**src/rtl/if_fetch_stage.sv**
```systemverilog
// MIPS32 instruction fetch: owns the PC, requests words over req/ready and feeds IF/ID.
// Optional perf counters (fetchCount, stallCount) are built when IF_PERF_COUNTERS_EN is defined.
module if_fetch_stage #(
  parameter logic [31:0] RESET_PC       = 32'h00000000,
  parameter int unsigned TIMEOUT_CYCLES = 16
) (
  input  logic        clk,
  input  logic        rst,
  input  logic        stall,
  input  logic        redirect,
  input  logic [31:0] redirectPc,
  output logic        imemReq,
  output logic [31:0] imemAddr,
  input  logic        imemReady,
  input  logic [31:0] imemData,
  output logic [31:0] pcOut,
  output logic [31:0] instOut,
  output logic        validOut,
  output logic        fetchErr,
  output logic [31:0] fetchCount,
  output logic [31:0] stallCount
);

  typedef enum logic [1:0] {FETCH, DROP, HOLD, ERR} state_t;

  localparam logic [31:0] TIMEOUT_LIMIT = 32'(TIMEOUT_CYCLES);

  state_t      stateReg;
  logic [31:0] pcReg;
  logic [31:0] pendPcReg;
  logic [31:0] holdBufReg;
  logic [31:0] wdCountReg;
  logic [31:0] pcOutReg;
  logic [31:0] instOutReg;
  logic        validOutReg;
  logic        fetchErrReg;

  logic [31:0] redirTarget;
  logic [31:0] pcPlus4;
  logic        reqActive;
  logic        waiting;
  logic        wdExpire;
  logic        loadValid;

  assign redirTarget = redirectPc & ~32'h3;
  assign pcPlus4     = pcReg + 32'd4;
  assign reqActive   = (stateReg == FETCH) || (stateReg == DROP);
  assign imemReq     = reqActive && !rst;
  assign imemAddr    = pcReg;
  assign waiting     = reqActive && !imemReady;
  assign wdExpire    = (TIMEOUT_LIMIT != 32'd0) && waiting && ((wdCountReg + 32'd1) == TIMEOUT_LIMIT);

  // A new instruction reaches IF/ID either straight from memory or from the stall buffer.
  assign loadValid = !rst && !redirect && !stall &&
                     (((stateReg == FETCH) && imemReady) || (stateReg == HOLD));

  assign pcOut    = pcOutReg;
  assign instOut  = instOutReg;
  assign validOut = validOutReg;
  assign fetchErr = fetchErrReg;

  always_ff @(posedge clk) begin
    if (rst) begin
      stateReg    <= FETCH;
      pcReg       <= RESET_PC & ~32'h3;
      pendPcReg   <= 32'd0;
      holdBufReg  <= 32'd0;
      wdCountReg  <= 32'd0;
      pcOutReg    <= 32'd0;
      instOutReg  <= 32'd0;
      validOutReg <= 1'b0;
      fetchErrReg <= 1'b0;
    end else if (wdExpire) begin
      stateReg    <= ERR;
      fetchErrReg <= 1'b1;
      validOutReg <= 1'b0;
      instOutReg  <= 32'd0;
    end else begin
      if (waiting)
        wdCountReg <= wdCountReg + 32'd1;
      else if (imemReady)
        wdCountReg <= 32'd0;

      case (stateReg)
        FETCH: begin
          if (imemReady) begin
            if (redirect) begin
              pcReg       <= redirTarget;
              validOutReg <= 1'b0;
              instOutReg  <= 32'd0;
            end else if (stall) begin
              holdBufReg <= imemData;
              stateReg   <= HOLD;
            end else begin
              instOutReg  <= imemData;
              pcOutReg    <= pcPlus4;
              validOutReg <= 1'b1;
              pcReg       <= pcPlus4;
            end
          end else if (redirect) begin
            // The outstanding request cannot be withdrawn; wait it out in DROP.
            pendPcReg   <= redirTarget;
            stateReg    <= DROP;
            validOutReg <= 1'b0;
            instOutReg  <= 32'd0;
          end else if (!stall) begin
            validOutReg <= 1'b0;
            instOutReg  <= 32'd0;
          end
        end
        DROP: begin
          if (imemReady) begin
            pcReg    <= redirect ? redirTarget : pendPcReg;
            stateReg <= FETCH;
          end else if (redirect) begin
            pendPcReg <= redirTarget;
          end
          if (redirect || !stall) begin
            validOutReg <= 1'b0;
            instOutReg  <= 32'd0;
          end
        end
        HOLD: begin
          if (redirect) begin
            pcReg       <= redirTarget;
            validOutReg <= 1'b0;
            instOutReg  <= 32'd0;
            stateReg    <= FETCH;
          end else if (!stall) begin
            instOutReg  <= holdBufReg;
            pcOutReg    <= pcPlus4;
            validOutReg <= 1'b1;
            pcReg       <= pcPlus4;
            stateReg    <= FETCH;
          end
        end
        default: begin
        end
      endcase
    end
  end

`ifdef IF_PERF_COUNTERS_EN
  logic [31:0] fetchCountReg;
  logic [31:0] stallCountReg;

  always_ff @(posedge clk) begin
    if (rst) begin
      fetchCountReg <= 32'd0;
      stallCountReg <= 32'd0;
    end else begin
      if (loadValid)
        fetchCountReg <= fetchCountReg + 32'd1;
      if (stall && (stateReg != ERR))
        stallCountReg <= stallCountReg + 32'd1;
    end
  end

  assign fetchCount = fetchCountReg;
  assign stallCount = stallCountReg;
`else
  logic unusedLoadValid;
  assign unusedLoadValid = loadValid;
  assign fetchCount      = 32'd0;
  assign stallCount      = 32'd0;
`endif

endmodule

```
**config.mk**
```make
export PLATFORM = sky130hd
export DESIGN_NAME = if_fetch_stage
export DESIGN_NICKNAME = d
export VERILOG_FILES = /design/src/rtl/if_fetch_stage.sv
export SDC_FILE = /design/constraint.sdc
export NUM_CORES = 1
export LEC_CHECK = 0
export CAP_MARGIN = 10
export CORE_ASPECT_RATIO = 0.7
export CORE_MARGIN = 1
export CORE_UTILIZATION = 50
export CTS_BUF_LIST = sky130_fd_sc_hd__clkbuf_8
export CTS_CLUSTER_DIAMETER = 40
export DETAILED_ROUTE_END_ITERATION = 6
export DONT_BUFFER_PORTS = 1
export HOLD_SLACK_MARGIN = 0.02
export SLEW_MARGIN = 20
export SYNTH_ARGS = -nofsm -noshare
export SYNTH_HDL_FRONTEND = slang
export SYNTH_SLANG_ARGS = --single-unit
export TNS_END_PERCENT = 10
```
**constraint.sdc**
```tcl
create_clock -name clk -period 4 [get_ports clk]
set_clock_uncertainty 0.15 [all_clocks]
set_input_delay 0.4 -clock clk [delete_from_list [all_inputs] [get_ports clk]]
set_output_delay 0.4 -clock clk [all_outputs]
set_load 0.005 [all_outputs]
```
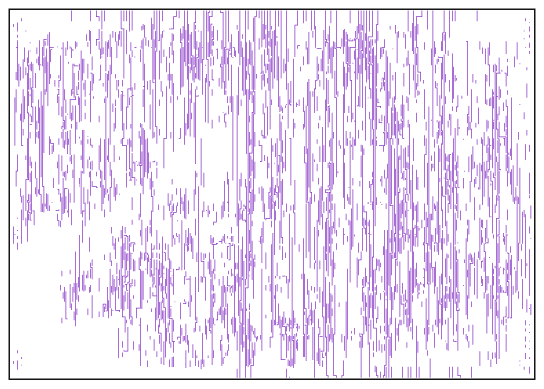
m2.png
Drawn at 3 px/um.
The longest straight run is 65.6 um. 1,088 nets have wire on it. The wires run mostly vertical. The layer holds 43% of the routed length. The layer carries 12,700 um of wire.
Final Routed Wirelength: 29.4 mm
DR vias: 9,298

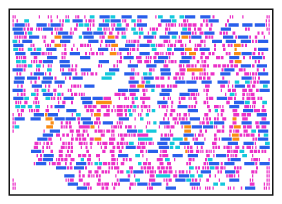
class_map.png
Drawn at 1.5 px/um.
remaining logic cells: shown in magenta, cells 1,015. remaining buffers and delay cells: shown in cyan, cells 98. clock drivers and dummy loads: shown in orange, cells 30. registers: shown in blue, cells 196.

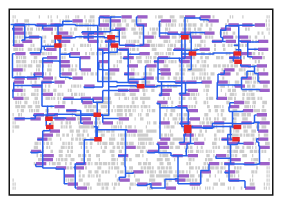
clock_wires.png
Drawn at 1.5 px/um.
flip-flops: shown in purple, count 196. clock-net drivers: shown in red, count 17. clock wires: shown in blue, length 2,390 um.
Position of the flops: spread over the die.
clock share of power: 25.4%
clock group total power: 1.31 mW

==> impl_metrics.py <==
# Flow results
metrics = {
    "finish": {
        "clkbuf_count": 21,
        "sh_comb_area_pct": 50.0,
        "diodes": 0,
        "fillers": 1925,
        "finalNetCount": 1405,
        "area_growth_pct": 9.54,
    },
    "yosys": {
        "most_common_cell": "dfxtp_1",
        "topCombFamilyByArea": "simple AND/OR/NAND/NOR gates",
        "synth_cells": 1321,
        "ys_seq_share_pct": 37.6,
        "ys_cells": 1321,
        "synthArstFlopShare_pct": 0,
        "yosys_area_mm2": 0.0104,
        "synth_warnings": 0,
        "numSynthFlops": 196,
        "aoi_share_pct": 21.2,
    },
    "global_routing": {
        "grtUsageMet2_pct": 40.1,
        "use_met1_pct": 37.5,
        "track_usage_pct": 26.8,
        "grt_start_max_net_pins": 91,
        "overflow": 0,
    },
    "setup_path": {
        "r2r_cells": 10,
        "crit_path_end": "pendPcReg[24]",
        "crit_cells": 10,
        "reg2reg_to": "pendPcReg[24]",
        "crit_arrival_ns": 3.99,
    },
    "timing": {
        "maxSlewHeadroom_pct": 30.1,
        "max_freq_ghz": 0.267,
        "tns_ns": 0,
    },
    "clocking": {
        "clock_latency_ns": 0.47,
        "cts_hold_buf": 74,
        "clk_pin_slew_ns": 0.10,
    },
    "worst_hold_path": {
        "holdPathStages": 4,
        "hold_path.class": "input pin to flop",
    },
    "pwr": {
        "peakVddDrop_v": 0.000235,
        "p_leak_nw": 4.05,
    },
    "route": {
        "drtPass1Iterations": 5,
        "vias_per_cell": 5.78,
        "detail-route-antenna-nets": 0,
        "routed.top_layer": "met4",
        "wl_met2_mm": 12.7,
    },
    "place": {
        "hpwlAfterDp_mm": 18.6,
    },
    "status": {
        "status": "finished, final reports clean",
    },
}
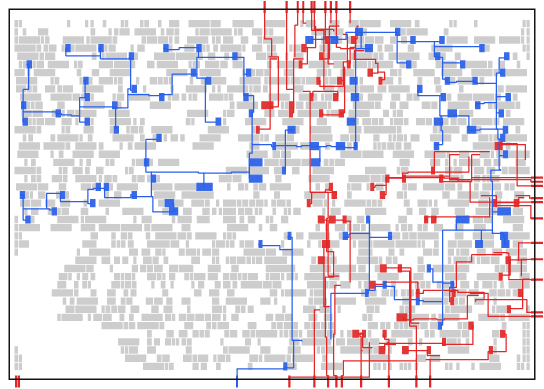
port_trees.png
Drawn at 3 px/um.
`redirectPc`: shown in red, bits 32, direction input, end cells 60, buffers 30, wire 1,500 um. `rst`: shown in blue, bits 1, direction input, end cells 93, buffers 1, wire 1,050 um.
IO buf count: 0
Top Ports: 232

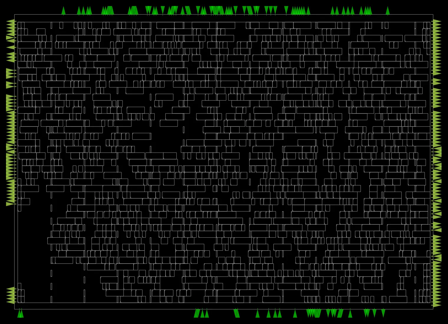
placed.png
flop count: 196
cell row count: 43

-- registers in the layout (all words and copies together), names as in the netlist --
name and flops:
stateReg 2, validOut 1, fetchErr 1, instOut 32, pendPcReg 32, imemAddr 32, pcOut 32, holdBufReg 32
wdCountReg 32
-- per-stage QoR --
stage                     util [%]  hold slack (ns)  setup slack, ns  cells
after floorplan                  -            0.274            0.699   1384
after global placement        51.0            0.286            0.341   1505
after detailed placement      51.0            0.292            0.327   1505
after CTS                     56.8           0.0229            0.277   1609
after global routing          56.8           0.0402           0.0747   1609
final                         56.8           0.0593            0.249   1609
-- report_power, final --
| group | switching, mW | leakage [nW] | internal (mW) |
|---|---|---|---|
| Sequential | 0.273 | 1.59 | 2.16 |
| Clock | 0.699 | 0.203 | 0.614 |
| Combinational | 0.885 | 2.26 | 0.527 |
Power and IR drop assume default switching activity.
